`config.mk`:
```
export PLATFORM = sky130hd
export DESIGN_NAME = gpio_pattern_sequencer
export DESIGN_NICKNAME = d
export VERILOG_FILES = /design/src/rtl/gpio_pattern_sequencer.sv
export SDC_FILE = /design/constraint.sdc
export NUM_CORES = 1
export LEC_CHECK = 0
export ABC_AREA = 1
export CORE_MARGIN = 2
export CORE_UTILIZATION = 55
export DETAILED_ROUTE_END_ITERATION = 12
export PLACE_DENSITY = 0.73
export REMOVE_ABC_BUFFERS = 1
export SKIP_CTS_REPAIR_TIMING = 1
export SLEW_MARGIN = 15
export SYNTH_ARGS = -nofsm -noshare
export SYNTH_HDL_FRONTEND = slang
export SYNTH_SLANG_ARGS = --single-unit
```
`constraint.sdc`:
```
create_clock -name lb_clk -period 32.4 [get_ports lb_clk]
set_clock_uncertainty 0.05 [all_clocks]
set_input_delay 6.48 -clock lb_clk [delete_from_list [all_inputs] [get_ports lb_clk]]
set_output_delay 6.48 -clock lb_clk [all_outputs]
set_load 0.02 [all_outputs]
```
`src/rtl/gpio_pattern_sequencer.sv`:
```
// Local-bus slave that replays a table of GPIO words, each held for a programmable
// number of lb_clk cycles, in one-shot or loop mode.
package gpio_pattern_sequencer_pkg;
  typedef struct packed {
    logic        wr;
    logic        rd;
    logic [7:0]  addr;
    logic [31:0] wdata;
  } lb_slave_t;

  function automatic logic MatchWLB(input lb_slave_t lb, input logic [7:0] addr);
    return lb.wr && (lb.addr == addr);
  endfunction

  function automatic logic MatchRLB(input lb_slave_t lb, input logic [7:0] addr);
    return lb.rd && (lb.addr == addr);
  endfunction
endpackage

module gpio_pattern_sequencer
  import gpio_pattern_sequencer_pkg::*;
#(
  parameter int unsigned NUM    = 10,
  parameter int unsigned DEPTH  = 16,
  parameter int unsigned HOLD_W = 16
) (
  input  logic            lb_clk,
  input  logic            rst,
  input  lb_slave_t       xt_lb,
  output logic [31:0]     rdata,
  output logic [NUM-1:0]  seq_data,
  output logic [NUM-1:0]  seq_oe,
  output logic            busy,
  output logic            done_pulse
);
  localparam int unsigned AW = $clog2(DEPTH);
  localparam int unsigned LW = AW + 1;

  typedef enum logic {S_IDLE, S_RUN} state_t;

  state_t            r_state;
  logic [NUM-1:0]    r_pat  [DEPTH];
  logic [HOLD_W-1:0] r_hold [DEPTH];
  logic [AW-1:0]     r_wptr;
  logic [HOLD_W-1:0] r_hold_stage;
  logic [LW-1:0]     r_len;
  logic [NUM-1:0]    r_oe;
  logic              r_loop;
  logic [AW-1:0]     r_idx;
  logic [HOLD_W-1:0] r_cnt;
  logic [NUM-1:0]    r_seq_data;
  logic              r_done_pulse;
  logic              r_done_sticky;

  logic              w_busy;
  logic              w_wr_ctrl;
  logic              w_rd_ctrl;
  logic              w_start;
  logic              w_stop;
  logic [LW-1:0]     w_len_in;
  logic [LW-1:0]     w_len_clamp;
  logic              w_last;
  logic [AW-1:0]     w_idx_nxt;

  assign w_busy      = (r_state == S_RUN);
  assign w_wr_ctrl   = MatchWLB(xt_lb, 8'h00);
  assign w_rd_ctrl   = MatchRLB(xt_lb, 8'h00);
  // STOP takes priority when both command bits are set in one write
  assign w_start     = w_wr_ctrl & xt_lb.wdata[0] & ~xt_lb.wdata[1];
  assign w_stop      = w_wr_ctrl & xt_lb.wdata[1];
  assign w_len_in    = xt_lb.wdata[LW-1:0];
  assign w_len_clamp = (w_len_in > LW'(DEPTH)) ? LW'(DEPTH) : w_len_in;
  assign w_last      = ({1'b0, r_idx} == (r_len - LW'(1)));
  assign w_idx_nxt   = r_idx + AW'(1);

  assign seq_data    = r_seq_data;
  assign seq_oe      = r_oe;
  assign busy        = w_busy;
  assign done_pulse  = r_done_pulse;

  always_ff @(posedge lb_clk or posedge rst) begin
    if (rst) begin
      for (int unsigned i = 0; i < DEPTH; i++) begin
        r_pat[i]  <= '0;
        r_hold[i] <= '0;
      end
      r_wptr       <= '0;
      r_hold_stage <= '0;
      r_len        <= '0;
      r_oe         <= '0;
      r_loop       <= 1'b0;
    end else begin
      if (!w_busy) begin
        if (MatchWLB(xt_lb, 8'h04)) r_wptr <= xt_lb.wdata[AW-1:0];
        if (MatchWLB(xt_lb, 8'h08)) begin
          r_pat[r_wptr]  <= xt_lb.wdata[NUM-1:0];
          r_hold[r_wptr] <= r_hold_stage;
          r_wptr         <= r_wptr + AW'(1);
        end
        if (MatchWLB(xt_lb, 8'h0C)) r_hold_stage <= xt_lb.wdata[HOLD_W-1:0];
        if (MatchWLB(xt_lb, 8'h10)) r_len <= w_len_clamp;
      end
      if (MatchWLB(xt_lb, 8'h14)) r_oe <= xt_lb.wdata[NUM-1:0];
      if (w_wr_ctrl) r_loop <= xt_lb.wdata[2];
    end
  end

  always_ff @(posedge lb_clk or posedge rst) begin
    if (rst) begin
      r_state       <= S_IDLE;
      r_idx         <= '0;
      r_cnt         <= '0;
      r_seq_data    <= '0;
      r_done_pulse  <= 1'b0;
      r_done_sticky <= 1'b0;
    end else begin
      r_done_pulse <= 1'b0;
      if (w_rd_ctrl) r_done_sticky <= 1'b0;
      // completion is ordered last so a same-cycle CTRL read cannot lose it
      case (r_state)
        S_IDLE: begin
          if (w_start && (r_len != '0)) begin
            r_state       <= S_RUN;
            r_idx         <= '0;
            r_seq_data    <= r_pat[0];
            r_cnt         <= r_hold[0];
            r_done_sticky <= 1'b0;
          end
        end
        S_RUN: begin
          if (w_stop) begin
            r_state <= S_IDLE;
          end else if (w_start) begin
            r_idx         <= '0;
            r_seq_data    <= r_pat[0];
            r_cnt         <= r_hold[0];
            r_done_sticky <= 1'b0;
          end else if (r_cnt != '0) begin
            r_cnt <= r_cnt - HOLD_W'(1);
          end else if (!w_last) begin
            r_idx      <= w_idx_nxt;
            r_seq_data <= r_pat[w_idx_nxt];
            r_cnt      <= r_hold[w_idx_nxt];
          end else if (r_loop) begin
            r_idx      <= '0;
            r_seq_data <= r_pat[0];
            r_cnt      <= r_hold[0];
          end else begin
            r_state       <= S_IDLE;
            r_done_pulse  <= 1'b1;
            r_done_sticky <= 1'b1;
          end
        end
        default: r_state <= S_IDLE;
      endcase
    end
  end

  always_comb begin
    rdata = '0;
    if (MatchRLB(xt_lb, 8'h00)) rdata = {28'd0, r_done_sticky, r_loop, 1'b0, w_busy};
    if (MatchRLB(xt_lb, 8'h04)) rdata = 32'(r_wptr);
    if (MatchRLB(xt_lb, 8'h0C)) rdata = 32'(r_hold_stage);
    if (MatchRLB(xt_lb, 8'h10)) rdata = 32'(r_len);
    if (MatchRLB(xt_lb, 8'h14)) rdata = 32'(r_oe);
    if (MatchRLB(xt_lb, 8'h18)) rdata = 32'(r_idx);
  end
endmodule
```
==> results_dict.tcl, run 1 <==
# flow metrics
set metrics [dict create \
    final_common_cell "nand2_1" \
    die_y_um 210.1 \
    finalHoldViolCount 0 \
    cp-end-kind "output port" \
    clock_latency_ns 0.60 \
    drc 0 \
    drive_above_1_share 0.05420 \
    pin_count 98 \
    syn_inst 2977 \
    initial_core_util 0.5570 \
    cts_root_buf "clkbuf_16" \
    status "completed" \
    max-vdd-ir-drop_mv 0.07405 \
    grt_first_pass_wirelength_um 106200 \
    power.leakage_nw 11.92 \
    netlist_area_sq_um 23360 \
    path_class "input pin to output port" \
    rsz0062_at_grt "no" \
    rows 75 \
    dp_hpwl_um 36260 \
    drtIter0Drc 2317 \
    slew_violations 0 \
    vias_per_cell 5.778 \
    tool_warnings 51 \
]
run 1: registers in the layout (all words and copies together), names as in the netlist:
signal,cells
r_wptr,4
r_done_sticky,1
r_cnt,16
r_hold,256
r_hold_stage,16
r_pat,160
done_pulse,1
seq_data,10
r_loop,1
r_idx,4
r_len,5
seq_oe,10
busy,1
run 1: critical path: cells and delay by family:
kind	cells	cell delay [ns]
AND/OR/NAND/NOR	5	1.57
buffers and inverters	3	1.23
AND-OR/OR-AND	1	0.27
run 1: final cells by class:
cell class,instances,area (sq um)
clock inverters,14,142.6
fillers,3661,16360
multi-input cells,2138,9717
clock buffers,72,1445
repair buffers,97,903.4
well taps,539,674.4
inverters,146,558.0
flip-flops and latches,485,12140
diodes,1,2.502
run 1: layer usage:
| metal | vias to the layer above | share of wire | track usage | wire (um) |
|---|---|---|---|---|
| met2 | 824 | 0.46 | 0.4938 | 30600 |
| met4 | 0 | 0.035 | 0.1142 | 2320 |
| li1 | 9592 | - | - | - |
| met5 | - | 0 | 0 | 0 |
| met3 | 154 | 0.078 | 0.04410 | 5183 |
| met1 | 9607 | 0.43 | 0.4237 | 28210 |
run 1: per-stage QoR:
stage                     total power [W]  instances  utilization  hold slack, ns
after floorplan                  0.001105       2769            -          0.3978
after global placement           0.001298       3405       0.5720          0.4121
after detailed placement         0.001305       3405       0.5720          0.4177
after CTS                        0.001874       3491       0.6098          0.4366
after global routing             0.001979       3491       0.6098          0.4506
final                            0.001878       3492       0.6099          0.4331
run 1: cell usage after synthesis (7+ instances only):
cell type | instances | share of area
nor2_2 | 9 | 0.0024
buf_1 | 11 | 0.0018
buf_2 | 106 | 0.023
o22ai_1 | 7 | 0.0019
nand3_1 | 155 | 0.033
ha_1 | 8 | 0.0043
o21ai_1 | 390 | 0.084
inv_1 | 136 | 0.022
dfrtp_1 | 485 | 0.52
nor3_1 | 15 | 0.0032
nor2_1 | 380 | 0.061
o21ai_0 | 272 | 0.058
nand2_1 | 738 | 0.12
nand4_1 | 14 | 0.0037
a21oi_1 | 41 | 0.0088
o211ai_1 | 50 | 0.016
clkbuf_1 | 82 | 0.013
nand2_2 | 14 | 0.0037
inv_2 | 10 | 0.0016
buf_4 | 22 | 0.0071
run 1: final timing paths:
| check | cells past startpoint | startpoint | endpoint |
|---|---|---|---|
| max | 9 | xt_lb[39] | rdata[4] |
| min | 2 | r_hold[27] | r_hold[27] |
| max reg2reg | 12 | r_idx[0] | seq_data[0] |
| min reg2reg | 2 | r_hold[27] | r_hold[27] |
| max in group asynchronous | 4 | rst | r_hold[2] |
| min in group asynchronous | 2 | rst | seq_oe[7] |
run 1: logic make-up after synthesis:
family,count (synthesis),share of synthesized area
buffers and inverters,369,0.06913
AND/OR/NAND/NOR,1338,0.2320
other,1,0.0001605
XOR/XNOR,11,0.004766
AND-OR/OR-AND,765,0.1702
adder cells (fa/ha/maj),8,0.004284
flip-flops,485,0.5194
run 1: power by group:
part	leakage, nW	internal [W]	switching, W
Sequential	6.69	0.000614	0.0000191
Combinational	4.45	0.000204	0.000473
Clock	0.789	0.000325	0.000243
Total	11.9	0.00114	0.000735
Fig. 1: run 1, sizing map
Drawn at 2 px/um.
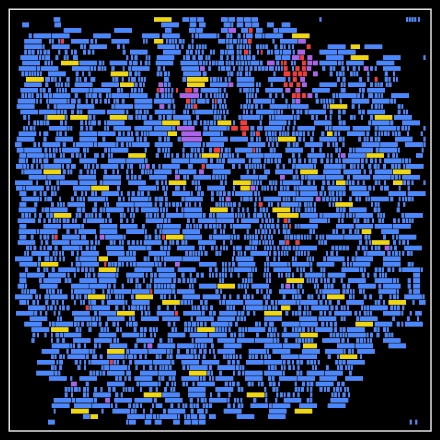
| color | size | cells | share | most used |
|---|---|---|---|---|
| blue | drive 1 or less | 2792 | 95% | nand2_1 |
| yellow | drive 6 and up | 67 | 2.3% | clkbuf_16 |
| purple | drive 3 to 4 | 42 | 1.4% | buf_4 |
| red | drive 2 | 51 | 1.7% | nand2_2 |

Fig. 2: run 1, gate-type map
Drawn at 2 px/um.
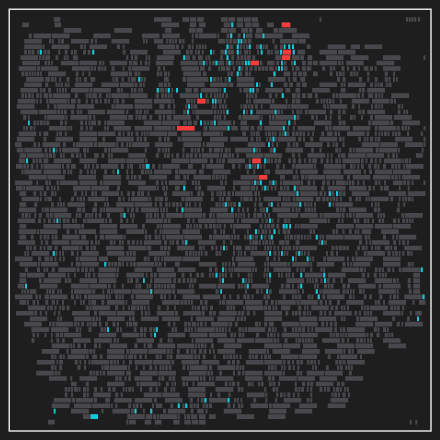
| color | family | cells | most used |
|---|---|---|---|
| cyan | inverters | 146 | inv_1 |
| red | adder and majority cells | 8 | ha_1 |

Fig. 3: run 1, I/O nets highlighted
Drawn at 1.5 px/um.
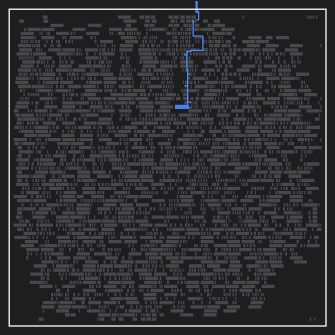
| color | port | bits | direction | edge | end cells | buffers | wire |
|---|---|---|---|---|---|---|---|
| blue | `busy` | 1 | output | top | 1 | 1 | 95.2 um |

Fig. 4: run 1, placed standard cells
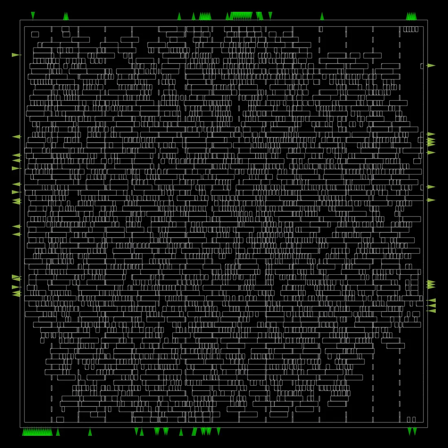
fin util: 0.6099
Core Area: 41950 sq um

Fig. 5: run 1, I/O pins on the die edge
Drawn at 2 px/um. Pins as bars across the die edge, other pins in gray.
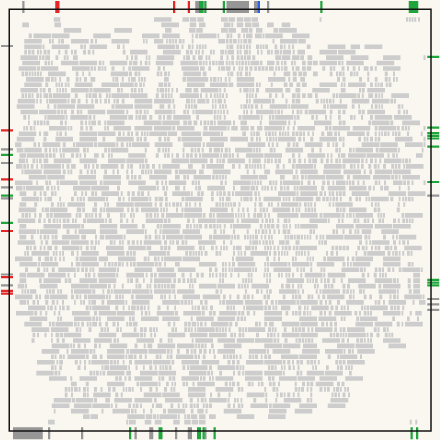

## Run 2: what changed since run 1
Clock period 32.4 ns to 16.4 ns, I/O delays scaled along.
Fig. 6: run 2, I/O pins on the die edge
Drawn at 2 px/um. Pins as bars across the die edge, other pins in gray.
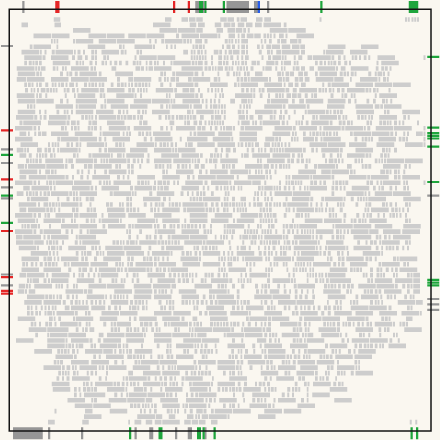
| color | port | pins | direction | edge |
|---|---|---|---|---|
| green | `rdata` | 32 | output | 10 top, 10 right, 9 bottom, 3 left |
| red | `seq_data` | 10 | output | 6 left, 4 top |
| blue | `busy` | 1 | output | top |
count of input and output buffers: 65
Die Span Y: 210.1 um

Fig. 7: run 2, sizing map
Drawn at 2 px/um.
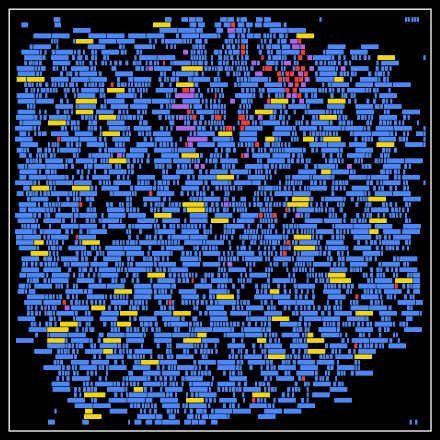
| color | size | cells | share | most used |
|---|---|---|---|---|
| purple | drive 3 to 4 | 37 | 1.3% | buf_4 |
| red | drive 2 | 55 | 1.9% | nand2_2 |
| blue | drive 1 or less | 2790 | 94% | nand2_1 |
| yellow | drive 6 and up | 77 | 2.6% | clkbuf_16 |

==> run 2 against run 1 <==
- routed wire length is 0.88% lower
- count of clock-buffer cells in the layout up 1
- combinational power rose by 96%
- critical path depth unchanged
- final cell count grew 0.17%
- cell area rose by 0.86%
- clock power rose by 120%
- synthesized cell count did not move
- power is 100% higher
- die size stayed put
- global-route usage down 0.19 points
- sequential power increased by 97%
==> results_dict.tcl, run 2 <==
# flow metrics
set metrics [dict create \
    status "completed" \
    syn_inst 2977 \
    fillers 3654 \
    clock_latency_ns 0.60 \
    cp-end-kind "output port" \
    reg.largest.list "r_hold x256, r_pat x160" \
    ys_sh_xor 0.004766 \
    path_class "input pin to output port" \
    drive_above_1_share 0.05711 \
    max-vdd-ir-drop_mv 0.1348 \
    yosys.area.top_type_share 0.5194 \
    synth-adder-area-share 0.004284 \
    slew_violations 0 \
    synth.area.mux_share 0 \
    aoi_share 0.1702 \
    largest_area_cell "dfrtp_1" \
    power.leakage_nw 12.03 \
    rsz0062_at_grt "no" \
    top_cells_by_count "nand2_1, dfrtp_1, o21ai_1, nor2_1, o21ai_0" \
    final_util 0.6152 \
    core_area_sq_um 41950 \
    top_cell "nand2_1" \
    rows 75 \
    dp_hpwl_um 36030 \
    regMostFlops "r_hold" \
]
## run 2: worst paths after layout
| path | start | slack (ns) | endpoint | cells past startpoint |
|---|---|---|---|---|
| worst min-delay path | r_hold[227] | 0.43 | r_hold[227] | 2 |
| max in group asynchronous | rst | 10.87 | r_hold[16] | 4 |
| worst max-delay path | xt_lb[39] | 6.78 | rdata[4] | 9 |
| worst min register to register | r_hold[227] | 0.43 | r_hold[227] | 2 |
| min in group asynchronous | rst | 3.18 | r_pat[39] | 2 |
| worst max register to register | r_idx[0] | 11.71 | seq_data[4] | 12 |
## run 2: metal layers
metal	global-route usage	part of all wire	vias up	wire length (um)
li1	-	-	9603	-
met3	0.04038	0.077	147	5037
met1	0.4227	0.42	9564	27900
met5	0	0	-	0
met4	0.1247	0.033	0	2191
met2	0.4862	0.47	841	30600
## run 2: cell families after synthesis
logic type	count (synthesis)
fa+ha+maj	8
buf+inv	369
other cells	1
xor+xnor	11
compound gates	765
flops	485
simple gates	1338
## run 2: per-stage QoR
stage	setup TNS, ns	total power [W]
2_1_floorplan	-225.20	0.002182
3_3_place_gp	0	0.002565
3_5_place_dp	0	0.002587
4_1_cts	0	0.003831
5_1_grt	0	0.004033
6_report	0	0.003831
## run 2: final cells by class
class	count	area, sq um	share of cell area
clock buffer	73	1490	0.05775
clock inverter	23	330.3	0.01280
inverter	146	558.0	0.02163
multi-input combinational	2138	9717	0.3766
sequential	485	12140	0.4705
tap	539	674.4	0.02614
timing repair buffer	94	893.4	0.03462
## run 2: power by group
group | internal [W] | switching [W]
registers | 0.00121 | 0.0000401
clock network | 0.000758 | 0.000486
logic | 0.000401 | 0.000933
total | 0.00237 | 0.00146
## run 2: worst max-delay path: cells and delay by family
family | cells | cell delay [ns]
AND-OR/OR-AND | 1 | 0.27
buffers and inverters | 3 | 1.24
AND/OR/NAND/NOR | 5 | 1.48
No activity file was given, so power comes from the tool's default toggle rates.
